**Where the registers sit**

Scale bar: 20 µm. Other sequential cells in the stronger grey, the rest of the logic in the fainter grey.
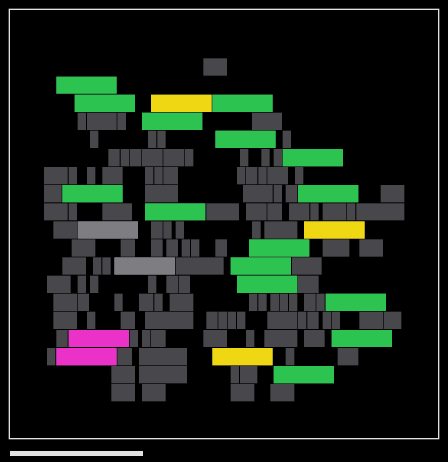
**Routed metal per tile**

The die is cut into 13 by 13 equal tiles; dark purple is low, yellow is high, scaled to the fullest tile. Values are wire area over tile area, all layers added.
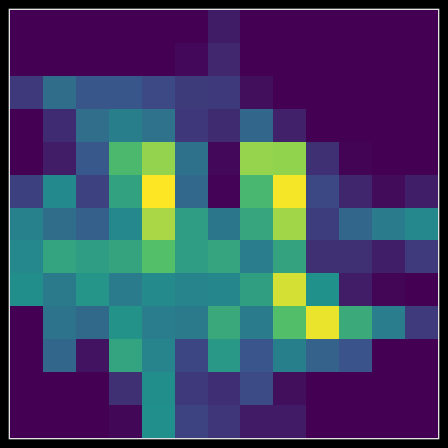
**Cell density map**

Scale bar: 20 µm. The die is cut into 6 by 6 equal tiles; dark purple is low, yellow is high, 0 to 100% covered.
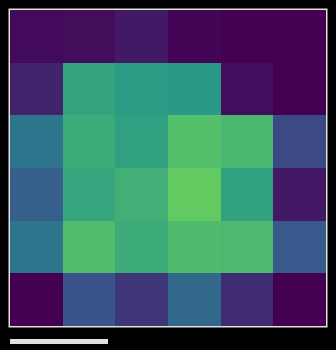
**The clock network**

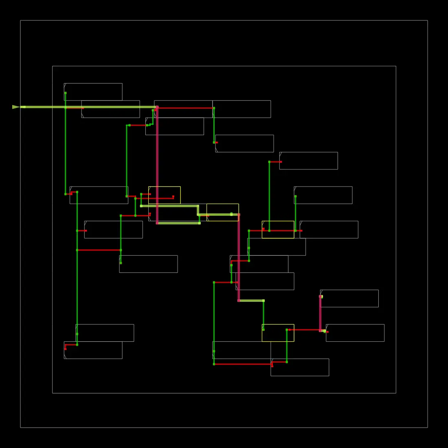
### src/rtl/router_sync_n.sv
// rtl/router_sync_n.sv - channel synchroniser: address latch, FIFO steering and per-channel read-timeout watchdog
module router_sync_n #(
    parameter int NUM_CH  = 3,
    parameter int ADDR_W  = 2,
    parameter int TIMEOUT = 30
) (
    input  logic              clock,
    input  logic              resetn,
    input  logic [ADDR_W-1:0] data_in,
    input  logic              detect_add,
    input  logic              write_enb_reg,
    input  logic [NUM_CH-1:0] full,
    input  logic [NUM_CH-1:0] empty,
    input  logic [NUM_CH-1:0] read_enb,
    output logic [NUM_CH-1:0] write_enb,
    output logic              fifo_full,
    output logic [NUM_CH-1:0] vld_out,
    output logic [NUM_CH-1:0] soft_reset,
    output logic              addr_err,
    output logic [ADDR_W-1:0] sel_ch
);

    localparam int CNT_W = $clog2(TIMEOUT);
    localparam logic [ADDR_W:0] NUM_CH_EXT = (ADDR_W + 1)'(NUM_CH);
    localparam logic [CNT_W-1:0] CNT_LAST  = CNT_W'(TIMEOUT - 1);

    logic [ADDR_W-1:0] sel;
    logic              sel_valid;
    logic [CNT_W-1:0]  cnt [NUM_CH];
    logic [NUM_CH-1:0] idle;
    logic [NUM_CH-1:0] expire;
    logic              sel_expire;
    logic              addr_ok;

    assign vld_out = ~empty;
    assign idle    = vld_out & ~read_enb;
    assign addr_ok = {1'b0, data_in} < NUM_CH_EXT;
    assign sel_ch  = sel;

    always_comb begin
        expire     = '0;
        sel_expire = 1'b0;
        for (int i = 0; i < NUM_CH; i++) begin
            expire[i] = idle[i] && (cnt[i] == CNT_LAST);
            if (sel == ADDR_W'(i)) sel_expire = expire[i];
        end
    end

    // Steering decodes the registered selection only, so a same-cycle detect_add still uses the old channel
    always_comb begin
        write_enb = '0;
        fifo_full = 1'b0;
        for (int i = 0; i < NUM_CH; i++) begin
            if (sel_valid && (sel == ADDR_W'(i))) begin
                write_enb[i] = write_enb_reg;
                fifo_full    = full[i];
            end
        end
    end

    always_ff @(posedge clock or negedge resetn) begin
        if (!resetn) begin
            sel       <= '0;
            sel_valid <= 1'b0;
            addr_err  <= 1'b0;
        end else if (detect_add) begin
            sel       <= data_in;
            sel_valid <= addr_ok;
            addr_err  <= !addr_ok;
        end else begin
            addr_err <= 1'b0;
            // A timed-out destination FIFO aborts the packet in flight
            if (sel_valid && sel_expire) sel_valid <= 1'b0;
        end
    end

    always_ff @(posedge clock or negedge resetn) begin
        if (!resetn) begin
            for (int i = 0; i < NUM_CH; i++) cnt[i] <= '0;
            soft_reset <= '0;
        end else begin
            for (int i = 0; i < NUM_CH; i++) begin
                if (!idle[i]) begin
                    cnt[i]        <= '0;
                    soft_reset[i] <= 1'b0;
                end else if (expire[i]) begin
                    cnt[i]        <= '0;
                    soft_reset[i] <= 1'b1;
                end else begin
                    cnt[i]        <= cnt[i] + CNT_W'(1);
                    soft_reset[i] <= 1'b0;
                end
            end
        end
    end

endmodule

### config.mk
export PLATFORM = sky130hd
export DESIGN_NAME = router_sync_n
export DESIGN_NICKNAME = d
export VERILOG_FILES = /design/src/rtl/router_sync_n.sv
export SDC_FILE = /design/constraint.sdc
export NUM_CORES = 1
export LEC_CHECK = 0
export ABC_AREA = 1
export CORE_MARGIN = 5
export CORE_UTILIZATION = 35
export CTS_BUF_LIST = sky130_fd_sc_hd__clkbuf_8
export DETAILED_ROUTE_END_ITERATION = 12
export HOLD_SLACK_MARGIN = 0.05
export PLACE_DENSITY_LB_ADDON = 0.3
export SKIP_LAST_GASP = 1
export SLEW_MARGIN = 20
export SYNTH_ARGS = -nofsm -noshare
export SYNTH_HDL_FRONTEND = slang
export SYNTH_SLANG_ARGS = --single-unit
### constraint.sdc
create_clock -name clock -period 3 [get_ports clock]
set_clock_uncertainty 0.1 [all_clocks]
set_input_delay 0.75 -clock clock [delete_from_list [all_inputs] [get_ports clock]]
set_output_delay 0.75 -clock clock [all_outputs]
set_load 0.05 [all_outputs]
==> flow_summary.ini <==
; implementation run metrics
[floorplan]
number_of_placement_rows = 19

[placed_design]
gp_congestion = 0.717
placedInstanceArea_mm2 = 0.00140
io_buffers = 27

[min_path]
min-delay-path-class = reg2reg

[final_layout]
n_antenna_cell = 0
logic_area_um2 = 430
area.growth.synth_to_final_pct = 40.3
design_area_mm2 = 0.00145

[setup_path]
critPathMaxStageDelay_ps = 460
cp_slowest_cell = sky130_fd_sc_hd__clkdlybuf4s50_1
critPathKind = in2out
critical_path_required_ps = 2150
crit-reg2reg-launch = cnt[6]

[global_routing]
number_of_antenna_violations_at_the_first_check_in_global_routing = 0
grt_first_pass_wirelength_um = 3700
grt_overflow = 0

[pwr]
power_total_uw = 645
total_leakage_power_uw = 0.000690
vdd_ir_drop_max_mv = 0.303

[routing]
firstDrtPassIters = 4
via_per_inst = 4.90
route.antenna.remaining_nets = 0

[flow_run]
warnings = 30

[cts]
tritoncts_clock_tree = done
ctsLongestPathBuffers = 2
clk_pin_slew_worst_paths_ps = 80
cts_hold_buffers = 0

[sta]
unrepaired_setup_endpoints_after_global_routing = no
hold_violations = 0
max-slew-margin-rel_pct = 65.4
clock.fmax_mhz = 367
slew_of_the_pin_with_the_lowest_slew_margin_ps = 514

[logic_synthesis]
post_synth_inst_count = 113
area_leaders = sky130_fd_sc_hd__dfrtp_1 53%, sky130_fd_sc_hd__nor2_1 8.4%, sky130_fd_sc_hd__ha_1 7.3%, sky130_fd_sc_hd__nand3_1 6.3%, sky130_fd_sc_hd__nand2_1 5.8%
post_synth_cell_types = 13
synth_top_cell_by_area = sky130_fd_sc_hd__dfrtp_1

[run_status]
status = complete, no violations
Back to the opening pictures, 'where the registers sit':
| colour | name in the netlist | placed flops |
|---|---|---|
| magenta | sel_ch | 2 |
| yellow | soft_reset | 3 |
| green | cnt | 15 |
utilization after layout: 51.7%
Register Area: 551 µm²

Back to the opening pictures, 'routed metal per tile':
nearly empty tiles: 35%
emptiest ninth of the die: north-east
densest ninth of the die: centre
mean over tiles: 0.081
tiles over half the peak: 18%
fullest tile: 0.33
Via Count: 862
total global-route track usage: 11.6%
routed wire length: 2050 µm
WL per Instance: 11.6 µm

Back to the opening pictures, 'cell density map':
emptiest ninth of the die: north-east
densest ninth of the die: centre
tiles over 75% full: 2.8%
FP Core Util: 36.8%
core area: 0.00281 mm²

Back to the opening pictures, 'the clock network':
number of clock buffers in the layout: 4
flip-flops: 22
clock latency reported for the late side of the worst-skew pair: 260 ps
number of sinks driven by the clock tree: 22

==> layout by cell type, fill, tap and decap left out, drive strengths merged <==
| cell type | n |
|---|---|
| xor2 | 6 |
| o21ai | 2 |
| dfrtp | 22 |
| nor2 | 28 |
| clkbuf | 4 |
| clkdlybuf4s50 | 20 |
| nor4 | 3 |
| xnor2 | 3 |
| nand3 | 13 |
| nand2 | 16 |
| inv | 14 |
| buf | 8 |
| ha | 6 |
==> power by group <==
part | switching, µW | internal, µW
clock network | 93.5 | 117
registers | 9.67 | 304
logic | 68.3 | 52.7
==> cell usage after synthesis <==
| master | count |
|---|---|
| sky130_fd_sc_hd__xor2_1 | 6 |
| sky130_fd_sc_hd__nor2_1 | 23 |
| sky130_fd_sc_hd__nor4_1 | 3 |
| sky130_fd_sc_hd__dfrtp_1 | 22 |
| sky130_fd_sc_hd__inv_2 | 2 |
| sky130_fd_sc_hd__ha_1 | 6 |
| sky130_fd_sc_hd__inv_1 | 12 |
| sky130_fd_sc_hd__nor2_2 | 4 |
| sky130_fd_sc_hd__nor2_4 | 1 |
| sky130_fd_sc_hd__nand2_1 | 16 |
| sky130_fd_sc_hd__nand3_1 | 13 |
| sky130_fd_sc_hd__xnor2_1 | 3 |
| sky130_fd_sc_hd__o21ai_0 | 2 |
==> metal layers <==
metal,global-route usage (%),part of all wire (%),up-vias
li1,-,-,420
met1,11.8,38,408
met2,20.7,52,26
met3,4.55,6.7,8
met4,5.54,2.7,0
met5,0,0,-
==> area by class of cell <==
type / count / share of cell area (%)
Inverter: 14 / 3.62
Sequential cell: 22 / 38.0
Clock buffer: 4 / 3.80
Timing Repair Buffer: 28 / 22.3
Tap cell: 31 / 2.67
Multi-Input combinational cell: 77 / 29.7
==> final timing paths <==
check	to	depth (start not counted)
min in group asynchronous	cnt[8]	2
max in group asynchronous	soft_reset[2]	2
worst min register to register	cnt[0]	1
worst max register to register	sel_valid	9
worst min-delay path	cnt[0]	1
worst max-delay path	write_enb[2]	4
==> registers in the layout, indices dropped and copies added, names as in the netlist <==
signal and cells:
soft_reset 3, cnt 15, sel_valid 1, addr_err 1, sel_ch 2
==> through the flow <==
step | utilization (%) | setup slack (ps) | instances
2_1_floorplan | - | -153 | 113
3_3_place_gp | 49.7 | 338 | 172
3_5_place_dp | 49.7 | 274 | 172
4_1_cts | 51.7 | 263 | 176
5_1_grt | 51.7 | 224 | 176
6_report | 51.7 | 273 | 176
==> critical path, delay by kind of cell <==
kind | cells | cell delay [ps]
buffers and inverters | 3 | 720
and+or+nand+nor | 1 | 400
==> cells by family (layout without fill, tap and decap cells) <==
kind of cell,Yosys count,count (layout),share of synthesized area [%]
buffers and inverters,14,46,5.08
flip-flops,22,22,53.3
AND-OR/OR-AND,2,2,0.969
XOR/XNOR,9,9,7.63
AND/OR/NAND/NOR,60,60,25.8
adder cells (fa/ha/maj),6,6,7.26
Power is estimated from default activity; no workload was simulated.
